Figure 1. Wire density map (run 1).
(10 px per micron) 8 x 8 tiles, from dark blue (low) to red (high), scaled to the fullest tile. Values are wire area over tile area, all layers added.
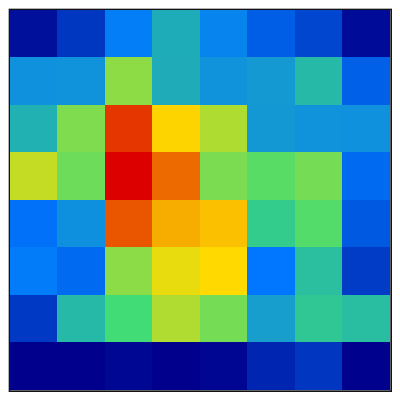
Figure 2. Wiring by layer (run 1).
(10 px per micron) Two of the layers only.
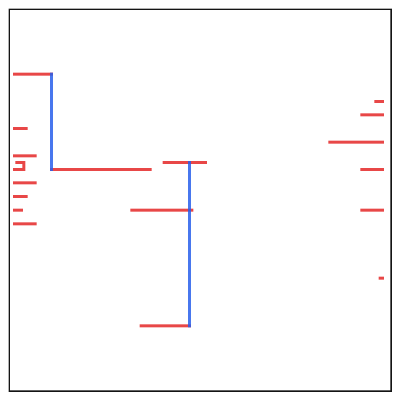
Figure 3. Register map, names as in the netlist (run 1).
(12 px per micron) Other sequential cells in the stronger grey, the rest of the logic in the fainter grey.
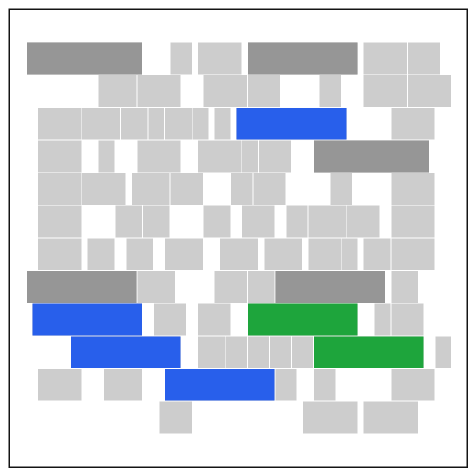
File: src/rtl/sreg_tx_arbiter.sv
// Two-requester round-robin scheduler feeding one shared load-and-shift register, MSB first.
// Define SREG_PARITY_EN to append an even-parity bit (PAR state) after the data bits.
`timescale 1ns/1ps
module sreg_tx_arbiter #(
  parameter int unsigned WIDTH = 4
) (
  input  logic             clk,
  input  logic             rst,
  input  logic             req0,
  input  logic [WIDTH-1:0] din0,
  input  logic             req1,
  input  logic [WIDTH-1:0] din1,
  output logic             ack0,
  output logic             ack1,
  output logic             ser_out,
  output logic             ser_valid,
  input  logic             ser_ready,
  output logic             ser_first,
  output logic             ser_last,
  output logic             busy,
  output logic             gnt_id
);

  localparam int unsigned    CW       = $clog2(WIDTH);
  localparam logic [CW-1:0]  CNT_LAST = CW'(WIDTH - 1);

`ifdef SREG_PARITY_EN
  typedef enum logic [1:0] {IDLE = 2'd0, SHIFT = 2'd1, PAR = 2'd2} state_t;
`else
  typedef enum logic {IDLE = 1'b0, SHIFT = 1'b1} state_t;
`endif

  state_t           state_q, state_d;
  logic [WIDTH-1:0] shreg_q, shreg_d;
  logic [CW-1:0]    cnt_q,   cnt_d;
  logic             last_q,  last_d;
  logic             gnt_q,   gnt_d;
  logic             ack0_q,  ack0_d;
  logic             ack1_q,  ack1_d;
`ifdef SREG_PARITY_EN
  logic             par_q,   par_d;
`endif

  logic             win;
  logic [WIDTH-1:0] win_din;

  // On a tie the requester that was not served last wins; a lone request always wins.
  always_comb begin
    win     = (req0 & req1) ? ~last_q : req1;
    win_din = win ? din1 : din0;
  end

  always_comb begin
    state_d = state_q;
    shreg_d = shreg_q;
    cnt_d   = cnt_q;
    last_d  = last_q;
    gnt_d   = gnt_q;
    ack0_d  = 1'b0;
    ack1_d  = 1'b0;
`ifdef SREG_PARITY_EN
    par_d   = par_q;
`endif
    case (state_q)
      IDLE: begin
        if (req0 | req1) begin
          state_d = SHIFT;
          shreg_d = win_din;
          cnt_d   = '0;
          gnt_d   = win;
          last_d  = win;
          ack0_d  = ~win;
          ack1_d  = win;
`ifdef SREG_PARITY_EN
          par_d   = ^win_din;
`endif
        end
      end
      SHIFT: begin
        if (ser_ready) begin
          if (cnt_q == CNT_LAST) begin
`ifdef SREG_PARITY_EN
            state_d = PAR;
`else
            state_d = IDLE;
`endif
          end else begin
            shreg_d = {shreg_q[WIDTH-2:0], 1'b0};
            cnt_d   = cnt_q + CW'(1);
          end
        end
      end
`ifdef SREG_PARITY_EN
      PAR: begin
        if (ser_ready) state_d = IDLE;
      end
`endif
      default: state_d = IDLE;
    endcase
  end

  always_ff @(posedge clk or negedge rst) begin
    if (!rst) begin
      state_q <= IDLE;
      shreg_q <= '0;
      cnt_q   <= '0;
      last_q  <= 1'b1;
      gnt_q   <= 1'b0;
      ack0_q  <= 1'b0;
      ack1_q  <= 1'b0;
`ifdef SREG_PARITY_EN
      par_q   <= 1'b0;
`endif
    end else begin
      state_q <= state_d;
      shreg_q <= shreg_d;
      cnt_q   <= cnt_d;
      last_q  <= last_d;
      gnt_q   <= gnt_d;
      ack0_q  <= ack0_d;
      ack1_q  <= ack1_d;
`ifdef SREG_PARITY_EN
      par_q   <= par_d;
`endif
    end
  end

  always_comb begin
    ack0      = ack0_q;
    ack1      = ack1_q;
    gnt_id    = gnt_q;
    busy      = (state_q != IDLE);
    ser_valid = (state_q != IDLE);
    ser_out   = 1'b0;
    ser_first = (state_q == SHIFT) && (cnt_q == '0);
`ifdef SREG_PARITY_EN
    ser_last  = (state_q == PAR);
    if (state_q == PAR) ser_out = par_q;
`else
    ser_last  = (state_q == SHIFT) && (cnt_q == CNT_LAST);
`endif
    if (state_q == SHIFT) ser_out = shreg_q[WIDTH-1];
  end

endmodule

File: config.mk
export PLATFORM = sky130hd
export DESIGN_NAME = sreg_tx_arbiter
export DESIGN_NICKNAME = d
export VERILOG_FILES = /design/src/rtl/sreg_tx_arbiter.sv
export SDC_FILE = /design/constraint.sdc
export NUM_CORES = 1
export LEC_CHECK = 0
export CAP_MARGIN = 40
export CORE_MARGIN = 1
export CORE_UTILIZATION = 45
export CTS_BUF_LIST = sky130_fd_sc_hd__clkbuf_4
export CTS_CLUSTER_SIZE = 14
export DETAILED_ROUTE_END_ITERATION = 8
export HOLD_SLACK_MARGIN = 0.15
export PLACE_DENSITY = 0.82
export RECOVER_POWER = 50
export SLEW_MARGIN = 20
export SYNTH_ARGS = -nofsm -noshare
export SYNTH_HDL_FRONTEND = slang
export SYNTH_SLANG_ARGS = --single-unit
File: constraint.sdc
create_clock -name clk -period 1.7 [get_ports clk]
set_input_delay 0.34 -clock clk [delete_from_list [all_inputs] [get_ports clk]]
set_output_delay 0.34 -clock clk [all_outputs]
set_load 0.01 [all_outputs]
==> GITHUB_STEP_SUMMARY, run 1 <==
## PnR job results

| Metric | Value |
|---|---|
| Outcome | `completed` |
| R2r endpoint | `shreg_q[3]` |
| FF-to-FF setup slack | `230 ps` |
| Fin crit period | `about 1600 ps` |
| Residual DRC | `0` |
| Most frequent logic cell in the layout | `clkdlybuf4s50_1` |
| Initial Util | `50.5%` |
| Crit path launch | `cnt_q[0]` |
| Synth unique cells | `24` |
| Register share of total power | `35.9%` |
| Die width | `38.0 microns` |
| Net Sw Power | `0.412 mW` |
| Resized Gates After CTS | `6` |
| CTS tree | `yes` |
| Comb area | `284 sq um` |
| Crit path DAT | `1300 ps` |
| Adder Area Share | `4.28%` |
| Final net count | `around 100` |
| Most Used Layer, Global Route | `met2` |
| Clock buf count | `3` |
| GPL Wtd Cong | `0.810` |
| Max VDD drop | `0.705 mV` |
| Final Cycle Share | `a little over nine tenths` |
| Initial antenna violation count | `0` |
| Fin area | `approximately 850 sq um` |
| Achievable Freq | `0.611 GHz` |
| CP endpoint | `ser_last` |
| Met3 WL | `52 microns` |
| N_diodes | `0` |
| Die area | `roughly 0.0014 sq mm` |
| Combinational share of power | `between 40% and 50%` |
| Pwr top | `combinational logic` |
| TritonCTS Sinks | `11` |
| Worst-path clk slew | `70 ps` |
| Clock buf/inv share | `between 3 and 4%` |
| Cells after synthesis | `between 50 and 60` |
| Max Used Layer | `met4` |
| R2R depth | `5` |
| Finished Layout Cells | `99` |
| Placed Cells | `just over 90` |
| Synthesis area per yosys | `just under 600 sq um` |
| CTS Root Cell | `clkbuf_4` |
| Met3 usage | `5.23%` |
| Worst path bufs/invs | `2` |
| Dominant kind of cell | `logic gates` |
| Leading area contributor after synthesis | `dfrtp_1` |
| Core Footprint | `0.00116 sq mm` |
| Antenna Nets Post-Route | `0` |
| Io pins | `21` |
| Die span in y | `38.0 microns` |
| Post-synthesis mux area share | `0%` |
| Top reg by flops | `shreg_q` |
| Slew @ Worst Pin | `521 ps` |
| Synthesis-to-layout area growth | `45.6%` |
| Async SR Flop Fraction | `100%` |
| Top cells by count | `dfrtp_1, and2_1, nand3_1` |
| Fill cell count | `95` |
| Area leader share | `42.8%` |
| Synth Warn # | `0` |
| PwrDens | `1390 mW/mm^2` |
| Clock H-tree levels | `1` |
| Post-DP Area | `813 sq um` |
| Cells in synth_stat.txt | `58` |
| Clock Skew | `3.64 ps` |
| Nets at Floorplan | `73` |
| Netlist Area Pre-Place | `584 sq um` |
| Internal Power | `0.769 mW` |
| DP HPWL | `1.03 mm` |
| Overall Power | `1.18 mW` |
| #MultiIn Comb | `42` |
| Grt total ovfl | `0` |
| Buffers, non-clock | `26` |
| Comb area share | `33.4%` |
| Crit-path max FO | `3` |
| DRT iter0 DRCs | `5` |
| Met1 WL | `593 microns` |
| Top cells, area | `dfrtp_1, and2_1, dfstp_2` |
| OpenROAD warnings | `27` |
| Yosys simple share | `24.0%` |
| Req. time, crit path | `between 1000 and 1500 ps` |
| Hold crit path type | `in2async` |
| Cell Rows | `12` |
| PortBufs | `20` |
| Post-synth EDFFs | `0` |
| Avg Inst Size Synth | `just over 10 sq um` |
| Count leader, synth | `dfrtp_1` |
Notes on Figure 1 above:
The emptiest ninth of the die: lower left. The densest ninth of the die: centre. The mean over all tiles is 0.15. 9.4% of the tiles are nearly empty.
Avg WL per Cell: 13.7 microns
drt total wl: 1.35 mm
Overall Global Routing Usage: 21.9%
vias: 532

Notes on Figure 2 above:
Key: red = met3 [wire length 52.4 microns]; blue = met4 [wire length 25.8 microns]

Notes on Figure 3 above:
Key: green = cnt_q [placed flops 2]; blue = shreg_q [placed flops 4]
Another 5 sequential cells are not coloured.
register share of the cell area: 32.6%
register area: 278 sq um
Util after Layout: 73.6%
Flop+latch power: 0.424 mW

--- run 2 (diff from run 1) ---
- TNS_END_PERCENT: not set -> 30
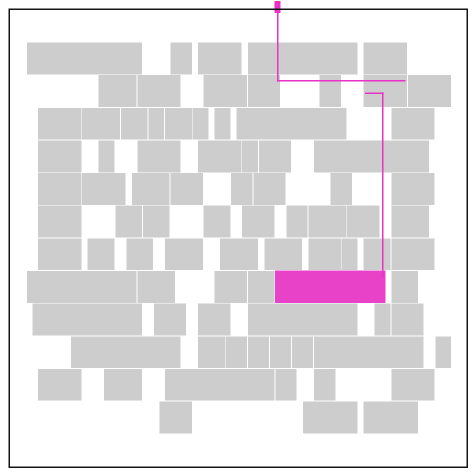
Figure 4: run 2, wires at chosen ports, followed through buffers.
(12 px per micron)
Key: magenta = ack0 [bits 1, direction output, end cells 1, buffers 1, wire 32.9 microns]

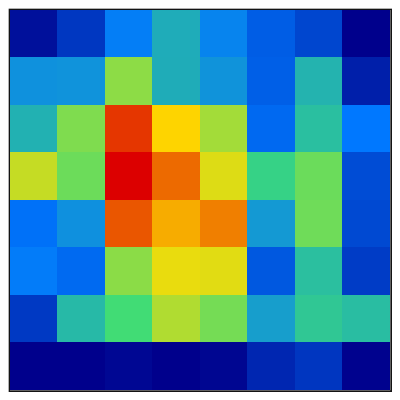
Figure 5: run 2, wire density map.
(10 px per micron) 8 x 8 tiles, from dark blue (low) to red (high), scaled to the fullest tile. Values are wire area over tile area, all layers added.
33% of the tiles are over half the peak. The fullest tile reaches 0.38. The densest ninth of the die: centre. 11% of the tiles are nearly empty. The mean over all tiles is 0.14.

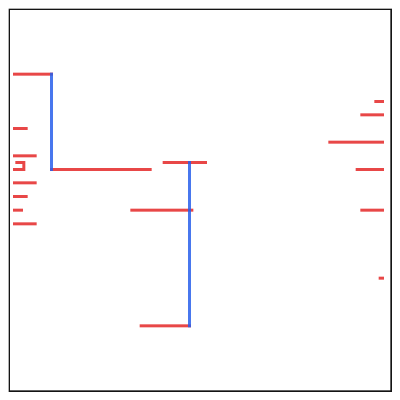
Figure 6: run 2, wiring by layer.
(10 px per micron) Two of the layers only.
Key: red = met3 [wire length 52.9 microns]; blue = met4 [wire length 25.8 microns]

==> GITHUB_STEP_SUMMARY, run 2 <==
## PnR job results

| Metric | Value |
|---|---|
| Area leader share | `42.8% (unchanged)` |
| Clock Skew | `3.83 ps (+0.187 ps)` |
| Pwr top | `combinational logic` |
| Met1 WL | `565 microns (-4.7%)` |
| Core Footprint | `0.00116 sq mm (unchanged)` |
| Met3 WL | `52 microns (unchanged)` |
| Clock H-tree levels | `1 (unchanged)` |
| Die area | `0.00145 sq mm (unchanged)` |
| FF-to-FF setup slack | `230 ps (about the same)` |
| CTS tree | `yes` |
| Adder Area Share | `4.28% (unchanged)` |
| Synth Warn # | `0 (unchanged)` |
| Cells in synth_stat.txt | `58 (unchanged)` |
| R2R depth | `5 (unchanged)` |
| N_diodes | `0 (unchanged)` |
| Count leader, synth | `dfrtp_1` |
| Hold crit path type | `in2async` |
| Top reg by flops | `shreg_q` |
| Final Hold Vio Count | `0` |
| TritonCTS Sinks | `11 (unchanged)` |
| Cells after synthesis | `58 (unchanged)` |
| Yosys simple share | `24.0% (unchanged)` |
| Avg WL per Cell | `13.4 microns (-1.6%)` |
| Util after Layout | `72.8% (-0.76 points)` |
| PwrDens | `1380 mW/mm^2 (-0.44%)` |
| Crit path launch | `cnt_q[0]` |
| GPL Wtd Cong | `0.810 (unchanged)` |
| #MultiIn Comb | `42 (unchanged)` |
| Avg Inst Size Synth | `10.1 sq um (unchanged)` |
| Met3 usage | `5.23% (unchanged)` |
| Register share of total power | `37.0% (+1.1 points)` |
| Post-synth EDFFs | `0 (unchanged)` |
| Register share of the cell area | `33.0% (+0.34 points)` |
| Antenna Nets Post-Route | `0 (unchanged)` |
| Clock buf/inv share | `3.27% (+0.034 points)` |
| Post-DP Area | `813 sq um (unchanged)` |
| Flop+latch power | `0.431 mW (+2%)` |
| Crit path DAT | `1300 ps (about the same)` |
| Synth unique cells | `24 (unchanged)` |
| Dominant kind of cell | `logic gates` |
| Leading area contributor after synthesis | `dfrtp_1` |
| Most Used Layer, Global Route | `met2` |
| Overall Power | `1.16 mW (-1.5%)` |
| Initial antenna violation count | `0 (unchanged)` |
| Slew @ Worst Pin | `520 ps (-1.09 ps)` |
| Drt total wl | `1.32 mm (-2.6%)` |
| Initial Util | `50.5% (unchanged)` |
| Vias | `526 (-1.1%)` |
| Achievable Freq | `0.611 GHz (about the same)` |
| Netlist Area Pre-Place | `584 sq um (unchanged)` |
| Io pins | `21 (unchanged)` |
| Fill cell count | `94 (-1.1%)` |
| Clock buf count | `3 (unchanged)` |
| Grt total ovfl | `0 (unchanged)` |
| Top cells by count | `dfrtp_1, and2_1, nand3_1` |
| Crit-path max FO | `3 (unchanged)` |
| DRT iter0 DRCs | `5 (unchanged)` |
| Outcome | `completed` |
| CP endpoint | `ser_last` |
| Comb area share | `33.7% (+0.35 points)` |
| Die width | `38.0 microns (unchanged)` |
| Internal Power | `0.755 mW (-1.8%)` |
| PortBufs | `20 (unchanged)` |
| Placed Cells | `93 (unchanged)` |
| Net Sw Power | `0.409 mW (-0.91%)` |
| Synthesis area per yosys | `584 sq um (unchanged)` |
| Nets at Floorplan | `73 (unchanged)` |
| Final Cycle Share | `96.2% (about the same)` |
| Resized Gates After CTS | `7 (+1)` |
| Combinational share of power | `47.4% (-1.3 points)` |
| Max Used Layer | `met4` |
| Worst path bufs/invs | `2 (unchanged)` |
| Fin crit period | `1640 ps (-0.780 ps)` |
| Residual DRC | `0 (unchanged)` |
| Comb area | `284 sq um (unchanged)` |
| Final net count | `100 (-0.99%)` |
| Finished Layout Cells | `98 (-1.0%)` |
| Overall Global Routing Usage | `21.7% (-0.25 points)` |
| Synthesis-to-layout area growth | `44.1%` |
| Max VDD drop | `0.704 mV (about the same)` |
| CTS Root Cell | `clkbuf_4` |
| DP HPWL | `1.03 mm (unchanged)` |
--- run 3 (diff from run 2) ---
- CORE_UTILIZATION: 45 -> 42
- CTS_BUF_LIST: sky130_fd_sc_hd__clkbuf_4 -> not set
- PLACE_DENSITY: 0.82 -> 0.78
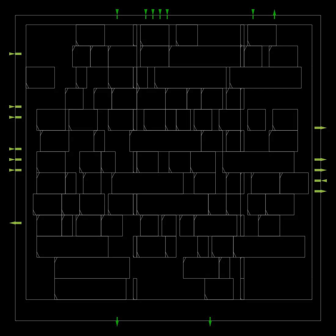
Figure 7: run 3, placement view.
fill cell count: 126
Util after Layout: 65.6%

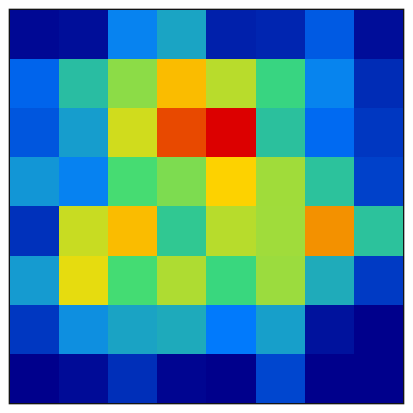
Figure 8: run 3, wire density map.
(10 px per micron) 8 x 8 tiles, from dark blue (low) to red (high), scaled to the fullest tile. Values are wire area over tile area, all layers added.
The densest ninth of the die: centre. The mean over all tiles is 0.13. 30% of the tiles are over half the peak.
drt total wl: 1.25 mm
Overall Global Routing Usage: 21.6%
Avg WL per Cell: 12.5 microns
vias: 551

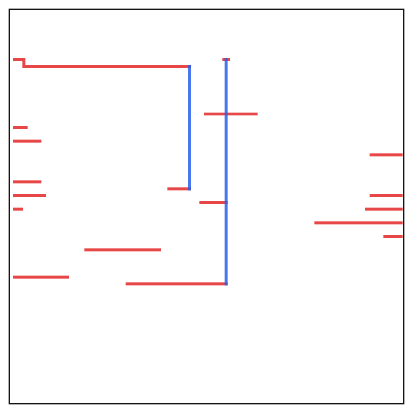
Figure 9: run 3, wiring by layer.
(10 px per micron) Two of the layers only.
Key: red = met3 [wire length 80.0 microns]; blue = met4 [wire length 34.7 microns]

==> GITHUB_STEP_SUMMARY, run 3 <==
## PnR job results

| Metric | Value |
|---|---|
| Crit-path max FO | `7 (+4)` |
| Combinational share of power | `47.1% (-0.3 points)` |
| Aoi share | `19.9%` |
| Io pins | `21 (unchanged)` |
| Outcome | `completed` |
| Met1 WL | `544 microns (-3.7%)` |
| Leading area contributor after synthesis | `dfrtp_1` |
| Critical Path Stages | `1` |
| Top cells by count | `dfrtp_1, and2_1, nand3_1` |
| Seq/Total Area, Yosys | `47.3%` |
| Placed Cells | `95 (+2.2%)` |
| Die area | `0.00154 sq mm (+6.8%)` |
| Cells after synthesis | `58 (unchanged)` |
| Adder Area Share | `4.28% (unchanged)` |
| Nets at Floorplan | `73 (unchanged)` |
| PwrDens | `1360 mW/mm^2 (-2.0%)` |
| #MultiIn Comb | `42 (unchanged)` |
| Net Sw Power | `0.396 mW (-3.1%)` |
| Cells in synth_stat.txt | `58 (unchanged)` |
| Achievable Freq | `0.620 GHz (+1.4%)` |
| Final Hold Vio Count | `0 (unchanged)` |
| FF-to-FF setup slack | `400 ps (+170 ps)` |
| Final net count | `101 (+1.0%)` |
| Comb area share | `33.3% (-0.45 points)` |
| Area leader share | `42.8% (unchanged)` |
| Synthesis-to-layout area growth | `46.0%` |
| Core Footprint | `0.00130 sq mm (+13%)` |
| CTS Root Cell | `clkbuf_4` |
| Crit path DAT | `1270 ps (-30 ps)` |
| Clock H-tree levels | `1 (unchanged)` |
| Register share of total power | `37.4% (+0.4 points)` |
| Max VDD drop | `0.880 mV (+25%)` |
| Top reg by flops | `shreg_q` |
| Post-DP Area | `822 sq um (+1.1%)` |
| Slew @ Worst Pin | `485 ps (-34.4 ps)` |
| Drt pass-1 iters | `4` |
| CTS tree | `yes` |
| Post-synth EDFFs | `0 (unchanged)` |
| Synth unique cells | `24 (unchanged)` |
| Registers, synthesis | `11` |
| DP HPWL | `960 microns (-6.8%)` |
| Yosys simple share | `24.0% (unchanged)` |
| Hold WS | `463 ps` |
| N_diodes | `0 (unchanged)` |
| Resized Gates After CTS | `3 (-4)` |
| Initial Util | `44.9% (-5.6 points)` |
| Max Used Layer | `met4` |
| Count leader, synth | `dfrtp_1` |
| Initial antenna violation count | `0 (unchanged)` |
| Pwr top | `combinational logic` |
| Most Used Layer, Global Route | `met2` |
| Hold crit path type | `in2async` |
| Clock buf count | `4 (+1)` |
| TritonCTS Sinks | `11 (unchanged)` |
| GPL Wtd Cong | `0.707 (-13%)` |
| Grt total ovfl | `0 (unchanged)` |
| Synth Warn # | `0 (unchanged)` |
| Met3 usage | `8.52% (+3.3 points)` |
| Met3 WL | `80 microns (+54%)` |
| Dominant kind of cell | `logic gates` |
| Avg Inst Size Synth | `10.1 sq um (unchanged)` |
| Worst path bufs/invs | `1 (-1)` |
| Flop+latch power | `0.433 mW (about the same)` |
| Clock Skew | `1.38 ps (-2.45 ps)` |
| Residual DRC | `0 (unchanged)` |
| Clock buf/inv share | `3.08% (-0.19 points)` |
| OpenROAD warnings | `28` |
| Synthesis area per yosys | `584 sq um (unchanged)` |
| Crit path launch | `busy` |
| Die width | `39.3 microns (+3.3%)` |
| R2R depth | `4 (-1)` |
| Place WS | `51.0 ps` |
| Final Cycle Share | `94.9% (-1.3 points)` |
| CP endpoint | `ser_valid` |
| Internal Power | `0.760 mW (+0.67%)` |
| Overall Power | `1.16 mW (-0.64%)` |
| Antenna Nets Post-Route | `0 (unchanged)` |
| Finished Layout Cells | `100 (+2.0%)` |
| PortBufs | `20 (unchanged)` |
| Fin crit period | `1610 ps (-22.3 ps)` |
| Comb area | `284 sq um (unchanged)` |
Power and IR drop assume default switching activity.
